File: src/rtl/gate4_exhaustive_tester_pkg.sv
// Shared types and sizes for the 4-input gate exhaustive tester.
package gate_test_pkg;

  typedef enum logic [1:0] {IDLE, DRIVE, SAMPLE, DONE} gt_state_t;

  localparam int VEC_W   = 4;
  localparam int NUM_VEC = 16;

endpackage

File: src/rtl/gate4_exhaustive_tester_if.sv
// Control/status and gate-side signals of the exhaustive tester.
// The slave modport is the tester itself; the master modport is the host/environment.
interface gate_test_if #(
  parameter int ERR_W = 5
) ();
  import gate_test_pkg::*;

  logic             start;
  logic             busy;
  logic             done;
  logic             pass;
  logic [ERR_W-1:0] err_count;
  logic             first_fail_valid;
  logic [VEC_W-1:0] first_fail_vec;
  logic [VEC_W-1:0] dut_in;
  logic             dut_out;

  modport master (
    output start,
    input  busy, done, pass, err_count, first_fail_valid, first_fail_vec,
    input  dut_in,
    output dut_out
  );

  modport slave (
    input  start,
    output busy, done, pass, err_count, first_fail_valid, first_fail_vec,
    output dut_in,
    input  dut_out
  );

endinterface

File: src/rtl/gate4_exhaustive_tester_settle_timer.sv
// Loadable down-counter: after a load, expired is high in the SETTLE_CYCLES-th cycle.
module gate_settle_timer #(
  parameter int SETTLE_CYCLES = 2,
  parameter int CNT_W         = 4
) (
  input  logic clk,
  input  logic rst_n,
  input  logic load,
  output logic expired
);

  localparam logic [CNT_W-1:0] LOAD_VAL = CNT_W'(SETTLE_CYCLES);
  localparam logic [CNT_W-1:0] ONE      = CNT_W'(1);

  logic [CNT_W-1:0] cnt;

  always_ff @(posedge clk or negedge rst_n) begin
    if (!rst_n) begin
      cnt <= '0;
    end else if (load) begin
      cnt <= LOAD_VAL;
    end else if (cnt != '0) begin
      cnt <= cnt - ONE;
    end
  end

  // Parks at zero once run out, so expired is a single-cycle pulse per load.
  assign expired = (cnt == ONE);

endmodule

File: src/rtl/gate4_exhaustive_tester.sv
// Exhaustive tester for a 4-input combinational gate: applies 4'h0..4'hF, checks against TRUTH_TABLE.
// Optional build macro STOP_ON_FAIL_EN: end the run at the first mismatching vector.
module gate4_exhaustive_tester
  import gate_test_pkg::*;
#(
  parameter logic [NUM_VEC-1:0] TRUTH_TABLE   = 16'h8000,
  parameter int                 SETTLE_CYCLES = 2,
  parameter int                 ERR_W         = 5
) (
  input logic        clk,
  input logic        rst_n,
  gate_test_if.slave bus
);

  localparam logic [VEC_W-1:0] VEC_LAST = 4'hF;
  localparam logic [VEC_W-1:0] VEC_ONE  = 4'd1;

  gt_state_t        state;
  logic [VEC_W-1:0] vec;
  logic [VEC_W-1:0] dut_in_r;
  logic [ERR_W-1:0] err_count_r;
  logic             first_fail_valid_r;
  logic [VEC_W-1:0] first_fail_vec_r;
  logic             busy_r;
  logic             done_r;
  logic             pass_r;

  logic start_accept;
  logic mismatch;
  logic stop_now;
  logic finish;
  logic timer_load;
  logic timer_expired;

  function automatic logic [ERR_W-1:0] sat_inc(input logic [ERR_W-1:0] c);
    return (&c) ? c : c + 1'b1;
  endfunction

  assign start_accept = ((state == IDLE) || (state == DONE)) && bus.start;
  // Identity compare so an unknown gate response is scored as a failure.
  assign mismatch     = (bus.dut_out !== TRUTH_TABLE[vec]);

`ifdef STOP_ON_FAIL_EN
  assign stop_now = mismatch;
`else
  assign stop_now = 1'b0;
`endif

  assign finish     = (state == SAMPLE) && ((vec == VEC_LAST) || stop_now);
  assign timer_load = start_accept || ((state == SAMPLE) && !finish);

  gate_settle_timer #(
    .SETTLE_CYCLES (SETTLE_CYCLES),
    .CNT_W         (VEC_W)
  ) u_settle_timer (
    .clk     (clk),
    .rst_n   (rst_n),
    .load    (timer_load),
    .expired (timer_expired)
  );

  always_ff @(posedge clk or negedge rst_n) begin
    if (!rst_n) begin
      state              <= IDLE;
      vec                <= '0;
      dut_in_r           <= '0;
      err_count_r        <= '0;
      first_fail_valid_r <= 1'b0;
      first_fail_vec_r   <= '0;
      busy_r             <= 1'b0;
      done_r             <= 1'b0;
      pass_r             <= 1'b0;
    end else begin
      case (state)
        IDLE, DONE: begin
          if (bus.start) begin
            state              <= DRIVE;
            vec                <= '0;
            dut_in_r           <= '0;
            err_count_r        <= '0;
            first_fail_valid_r <= 1'b0;
            first_fail_vec_r   <= '0;
            busy_r             <= 1'b1;
            done_r             <= 1'b0;
            pass_r             <= 1'b0;
          end
        end
        DRIVE: begin
          if (timer_expired) state <= SAMPLE;
        end
        SAMPLE: begin
          if (mismatch) begin
            err_count_r <= sat_inc(err_count_r);
            if (!first_fail_valid_r) begin
              first_fail_valid_r <= 1'b1;
              first_fail_vec_r   <= vec;
            end
          end
          if (finish) begin
            state    <= DONE;
            dut_in_r <= '0;
            busy_r   <= 1'b0;
            done_r   <= 1'b1;
            // Saturation never wraps to zero, so this equals err_count==0 after update.
            pass_r   <= !mismatch && (err_count_r == '0);
          end else begin
            state    <= DRIVE;
            vec      <= vec + VEC_ONE;
            dut_in_r <= vec + VEC_ONE;
          end
        end
        default: state <= IDLE;
      endcase
    end
  end

  assign bus.dut_in           = dut_in_r;
  assign bus.err_count        = err_count_r;
  assign bus.first_fail_valid = first_fail_valid_r;
  assign bus.first_fail_vec   = first_fail_vec_r;
  assign bus.busy             = busy_r;
  assign bus.done             = done_r;
  assign bus.pass             = pass_r;

endmodule

File: src/flat_wrapper.sv
// flat-port wrapper written by rule: the top's interface ports become plain ports
module gate4_exhaustive_tester_flat import gate_test_pkg::*;
#(
  parameter logic [NUM_VEC-1:0] TRUTH_TABLE   = 16'h8000,
  parameter int                 SETTLE_CYCLES = 2,
  parameter int                 ERR_W         = 5
)
  (clk, rst_n, bus_start, bus_busy, bus_done, bus_pass, bus_err_count, bus_first_fail_valid, bus_first_fail_vec, bus_dut_in, bus_dut_out);
  gate_test_if #(.ERR_W(ERR_W)) bus_i ();
  input logic clk;
  input logic rst_n;
  input wire logic [$bits(bus_i.start)-1:0] bus_start;
  output wire logic [$bits(bus_i.busy)-1:0] bus_busy;
  output wire logic [$bits(bus_i.done)-1:0] bus_done;
  output wire logic [$bits(bus_i.pass)-1:0] bus_pass;
  output wire logic [$bits(bus_i.err_count)-1:0] bus_err_count;
  output wire logic [$bits(bus_i.first_fail_valid)-1:0] bus_first_fail_valid;
  output wire logic [$bits(bus_i.first_fail_vec)-1:0] bus_first_fail_vec;
  output wire logic [$bits(bus_i.dut_in)-1:0] bus_dut_in;
  input wire logic [$bits(bus_i.dut_out)-1:0] bus_dut_out;
  assign bus_i.start = bus_start;
  assign bus_busy = bus_i.busy;
  assign bus_done = bus_i.done;
  assign bus_pass = bus_i.pass;
  assign bus_err_count = bus_i.err_count;
  assign bus_first_fail_valid = bus_i.first_fail_valid;
  assign bus_first_fail_vec = bus_i.first_fail_vec;
  assign bus_dut_in = bus_i.dut_in;
  assign bus_i.dut_out = bus_dut_out;
  gate4_exhaustive_tester #(.TRUTH_TABLE(TRUTH_TABLE), .SETTLE_CYCLES(SETTLE_CYCLES), .ERR_W(ERR_W)) u_core (.clk(clk), .rst_n(rst_n), .bus(bus_i));
endmodule
File: config.mk
export PLATFORM = sky130hd
export DESIGN_NAME = gate4_exhaustive_tester_flat
export DESIGN_NICKNAME = d
export VERILOG_FILES = /design/src/rtl/gate4_exhaustive_tester_pkg.sv /design/src/rtl/gate4_exhaustive_tester_if.sv /design/src/rtl/gate4_exhaustive_tester_settle_timer.sv /design/src/rtl/gate4_exhaustive_tester.sv /design/src/flat_wrapper.sv
export SDC_FILE = /design/constraint.sdc
export NUM_CORES = 1
export LEC_CHECK = 0
export ABC_AREA = 1
export CORE_MARGIN = 10
export CORE_UTILIZATION = 28
export CTS_CLUSTER_SIZE = 10
export DETAILED_ROUTE_END_ITERATION = 6
export MAX_ROUTING_LAYER = met4
export PLACE_DENSITY = 0.46
export SLEW_MARGIN = 25
export SYNTH_ARGS = -nofsm -noshare
export SYNTH_HDL_FRONTEND = slang
export SYNTH_HIERARCHICAL = 1
export SYNTH_SLANG_ARGS = --single-unit
File: constraint.sdc
create_clock -name clk -period 2.3 [get_ports clk]
set_input_delay 0.345 -clock clk [delete_from_list [all_inputs] [get_ports clk]]
set_output_delay 0.345 -clock clk [all_outputs]
set_load 0.02 [all_outputs]
==> flow_summary.yaml, run 1 <==
# generated from flow reports
status:
  status: "complete, no violations"
sta:
  finalMaxSlewViolations: 0
  fmax_mhz: 590
  finalCriticalPeriod_ns: 1.70
  rsz0062_at_grt: "no"
  finalSetupTns_ns: 0
  clock_skew_ns: 0.00220
  relSlewSlack: 0.758
worst_setup_path:
  worstSetupPathDepth: 1
  cp_max_fo: 6
  worst-r2r-cell-count: 8
  cp-start-kind: "register"
  cp_cell_sequence: "clkdlybuf4s50_1"
  crit_path_start: "u_core/bus.err_count[2]"
  crit_required_ns: 1.96
  rrSetupSlack_ns: 0.65
  arrival_ns: 1.35
  rr_startpoint: "u_core/state[0]"
  setup.worst_path.end_class: "output pin"
  critPathBufInv: 1
final_layout:
  clock_tree_area_fraction: 0.0246
  seq_area_frac: 0.369
  fillCellCount: 561
  drive_gt1_frac: 0.0931
  largest_register_ffs: 5
  flop_area_um2: 676
  finalNonFillerCells: 274
  num-multi-input-gates: 133
  comb_area_frac: 0.402
  syn_to_final_growth_pct: 23.1
  layout.cells.most_common: "nand2_1"
clock_tree:
  htree_levels: 1
  clock-sinks: 27
  cts_buffers: 3
  cts_resized: 0
placement:
  port_buffers: 20
  dp_hpwl_um: 2540
  gp_congestion: 0.779
die:
  fp-row-count: 26
  top_level_ports: 21
  core_area_mm2: 0.00514
  die_y_um: 92.9
  fp-utilization: 0.289
  dieArea_mm2: 0.00862
power:
  pg_comb_uw: 658
  power.share.clock: 0.173
  pwr-share-seq: 0.404
  p_switching_uw: 620
  powerDensity_mw_per_mm2: 849
  p_comb_frac: 0.423
  switching_share: 0.399
  top_power_group: "combinational cells"
hold_path:
  min_path_type: "input port to async pin"
global_route:
  grt_pass1_wl_um: 5780
  gr-usage-met2: 0.124
  antenna_found_initial: 0
  busiest_layer: "met2"
  grt_overflow_total: 0
  use_met1: 0.107
drt:
  drc: 0
  wl_met1_um: 1640
  drt_pass1_iterations: 4
  drt_iter0_drc: 57
logic_synthesis:
  yosysMostFrequentCell: "nand2_1"
  synth_cells: 179
  edf_count: 0
  ys_warn_count: 6
  xor_area_frac: 0.0118
  synth_cell_types: 22
  synth_nets: 193
  synth.cell_area_mm2: 0.00149
  synth-area-yosys_mm2: 0.00149
  ys_sh_mux: 0
  ys.flop_type: "dfrtp_1"
  simple_gate_share: 0.309
### M2 wires, run 1

Scale bar: 20 µm.
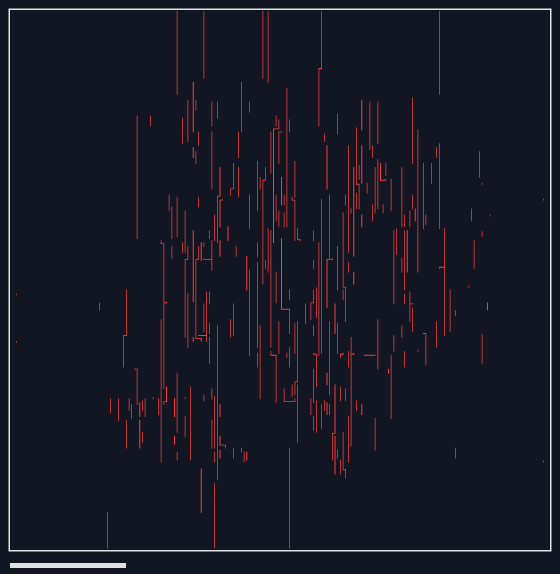
longest straight run	26.5 µm
wire length on this layer	1470 µm
main direction	vertical

### Clock routing, run 1

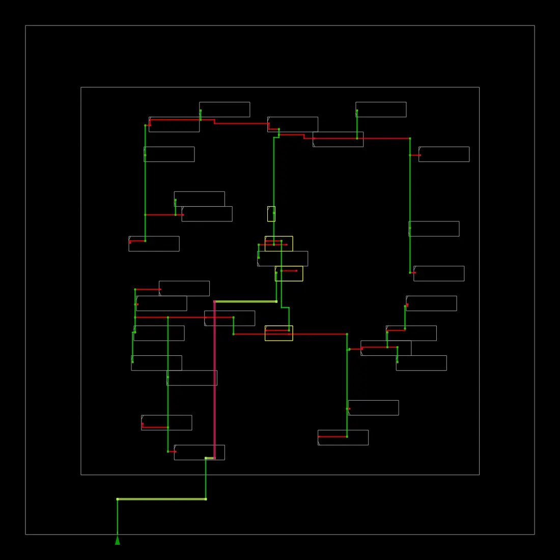
seq_cells: 27
Clock group: 269 µW

### Signal metal coverage by tile, run 1

Scale bar: 20 µm. 19 x 19 tiles, from dark purple (low) to yellow (high), scaled to the fullest tile. Values are wire area over tile area, all layers added.
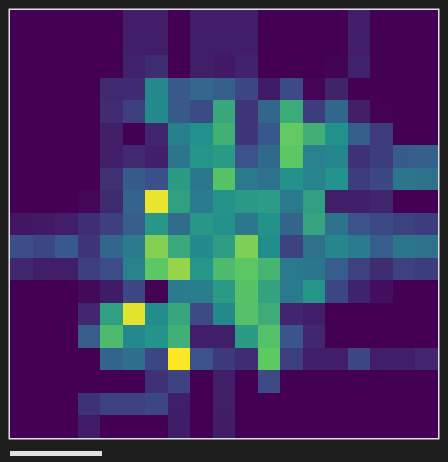
tiles over half the peak	14%
mean over tiles	0.059
fullest tile	0.31
nearly empty tiles	40%
GRT Util Overall: 0.0833
total number of vias: 1196
WL per Instance: 12.0 µm

### The metal 1 layer, run 1

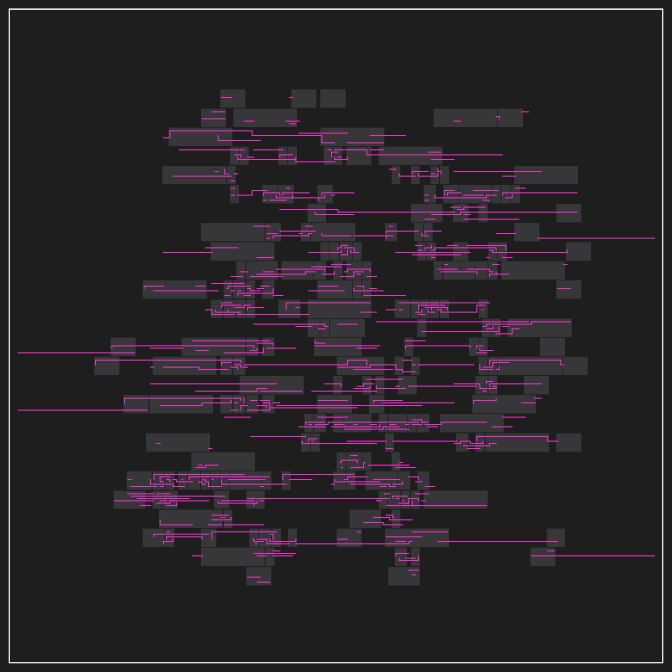
nets with wire on the layer	195
main direction	horizontal
share of all routed wire	50%

## Run 2: what changed since run 1
--- a/config.mk
+++ b/config.mk
@@ -11,7 +11,7 @@
 export CTS_CLUSTER_SIZE = 10
 export DETAILED_ROUTE_END_ITERATION = 6
 export MAX_ROUTING_LAYER = met4
-export PLACE_DENSITY = 0.46
+export PLACE_DENSITY = 0.47
 export SLEW_MARGIN = 25
 export SYNTH_ARGS = -nofsm -noshare
 export SYNTH_HDL_FRONTEND = slang
==> constraint.sdc (replaced) <==
create_clock -name clk -period 1.4 [get_ports clk]
set_input_delay 0.21 -clock clk [delete_from_list [all_inputs] [get_ports clk]]
set_output_delay 0.21 -clock clk [all_outputs]
set_load 0.02 [all_outputs]
### Signal metal coverage by tile, run 2

Scale bar: 20 µm. 19 x 19 tiles, from dark purple (low) to yellow (high), scaled to the fullest tile. Values are wire area over tile area, all layers added.
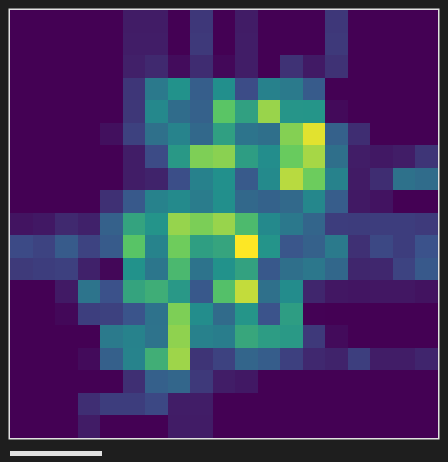
GRT Util Overall: 0.0903
WL per Instance: 12.4 µm

==> flow_summary.yaml, run 2 <==
# generated from flow reports
status:
  status: "complete, but fails checks"
  violations: "negative setup slack"
worst_setup_path:
  cp_max_fo: 5
  cp_cell_sequence: "ha_4, nand2_2, nor2_2, ha_2, nand2_2, a21boi_4, nand2_2, nand2_1, nand2_1"
  worst-r2r-cell-count: 9
  slowest_delay_ns: 0.44
  rr_startpoint: "u_core/bus.err_count[1]"
  setup.worst_path.end_class: "register"
  arrival_ns: 1.66
  cp-start-kind: "register"
  critPathBufInv: 0
  worstSetupPathDepth: 9
drt:
  drc: 0
  wl_met1_um: 1770
  drt_pass1_iterations: 4
  vias: 1285
sta:
  finalSetupViolCount: 9
  finalMaxSlewViolations: 0
  timing.final.ws_setup_ns: -0.0796
  relSlewSlack: 0.833
  finalSetupTns_ns: -0.444
  clock_skew_ns: 0.00783
  fmax_mhz: 676
die:
  core_area_mm2: 0.00514
  dieArea_mm2: 0.00862
  die_y_um: 92.9
  top_level_ports: 21
logic_synthesis:
  yosysMostFrequentCell: "nand2_1"
  edf_count: 0
  synth_cell_types: 22
  synth.cell_area_mm2: 0.00149
  ys_warn_count: 6
  simple_gate_share: 0.309
  ys.flop_type: "dfrtp_1"
  xor_area_frac: 0.0118
  ys_sh_mux: 0
  synth-area-yosys_mm2: 0.00149
final_layout:
  flop_area_um2: 678
  buffers: 42
  fillCellCount: 561
  design_area_mm2: 0.00214
  largest_register_ffs: 5
  drive_gt1_frac: 0.283
  layout.cells.most_common: "nand2_1"
  clock_tree_area_fraction: 0.0217
  ff_count: 27
  comb_area_um2: 875
  syn_to_final_growth_pct: 43.7
  num-multi-input-gates: 133
  seq_area_frac: 0.318
  comb_area_frac: 0.409
clock_tree:
  cts_resized: 30
  clock-sinks: 27
  cts_buffers: 3
  htree_levels: 1
power:
  power.share.clock: 0.157
  p_comb_frac: 0.501
  pwr-share-seq: 0.342
  pg_comb_mw: 1.50
  powerDensity_mw_per_mm2: 1400
  top_power_group: "combinational cells"
  p_clk_uw: 471
  p_switching_mw: 1.22
  switching_share: 0.406
hold_path:
  min_path_type: "input port to async pin"
placement:
  dp_hpwl_um: 2600
  port_buffers: 20
  gp_congestion: 0.807
global_route:
  grt_overflow_total: 0
  grt_pass1_wl_um: 6190
  use_met1: 0.114
  antenna_found_initial: 0
  gr-usage-met2: 0.137
  busiest_layer: "met2"
Power figures rest on the tool's default switching activity, not on a simulated workload.
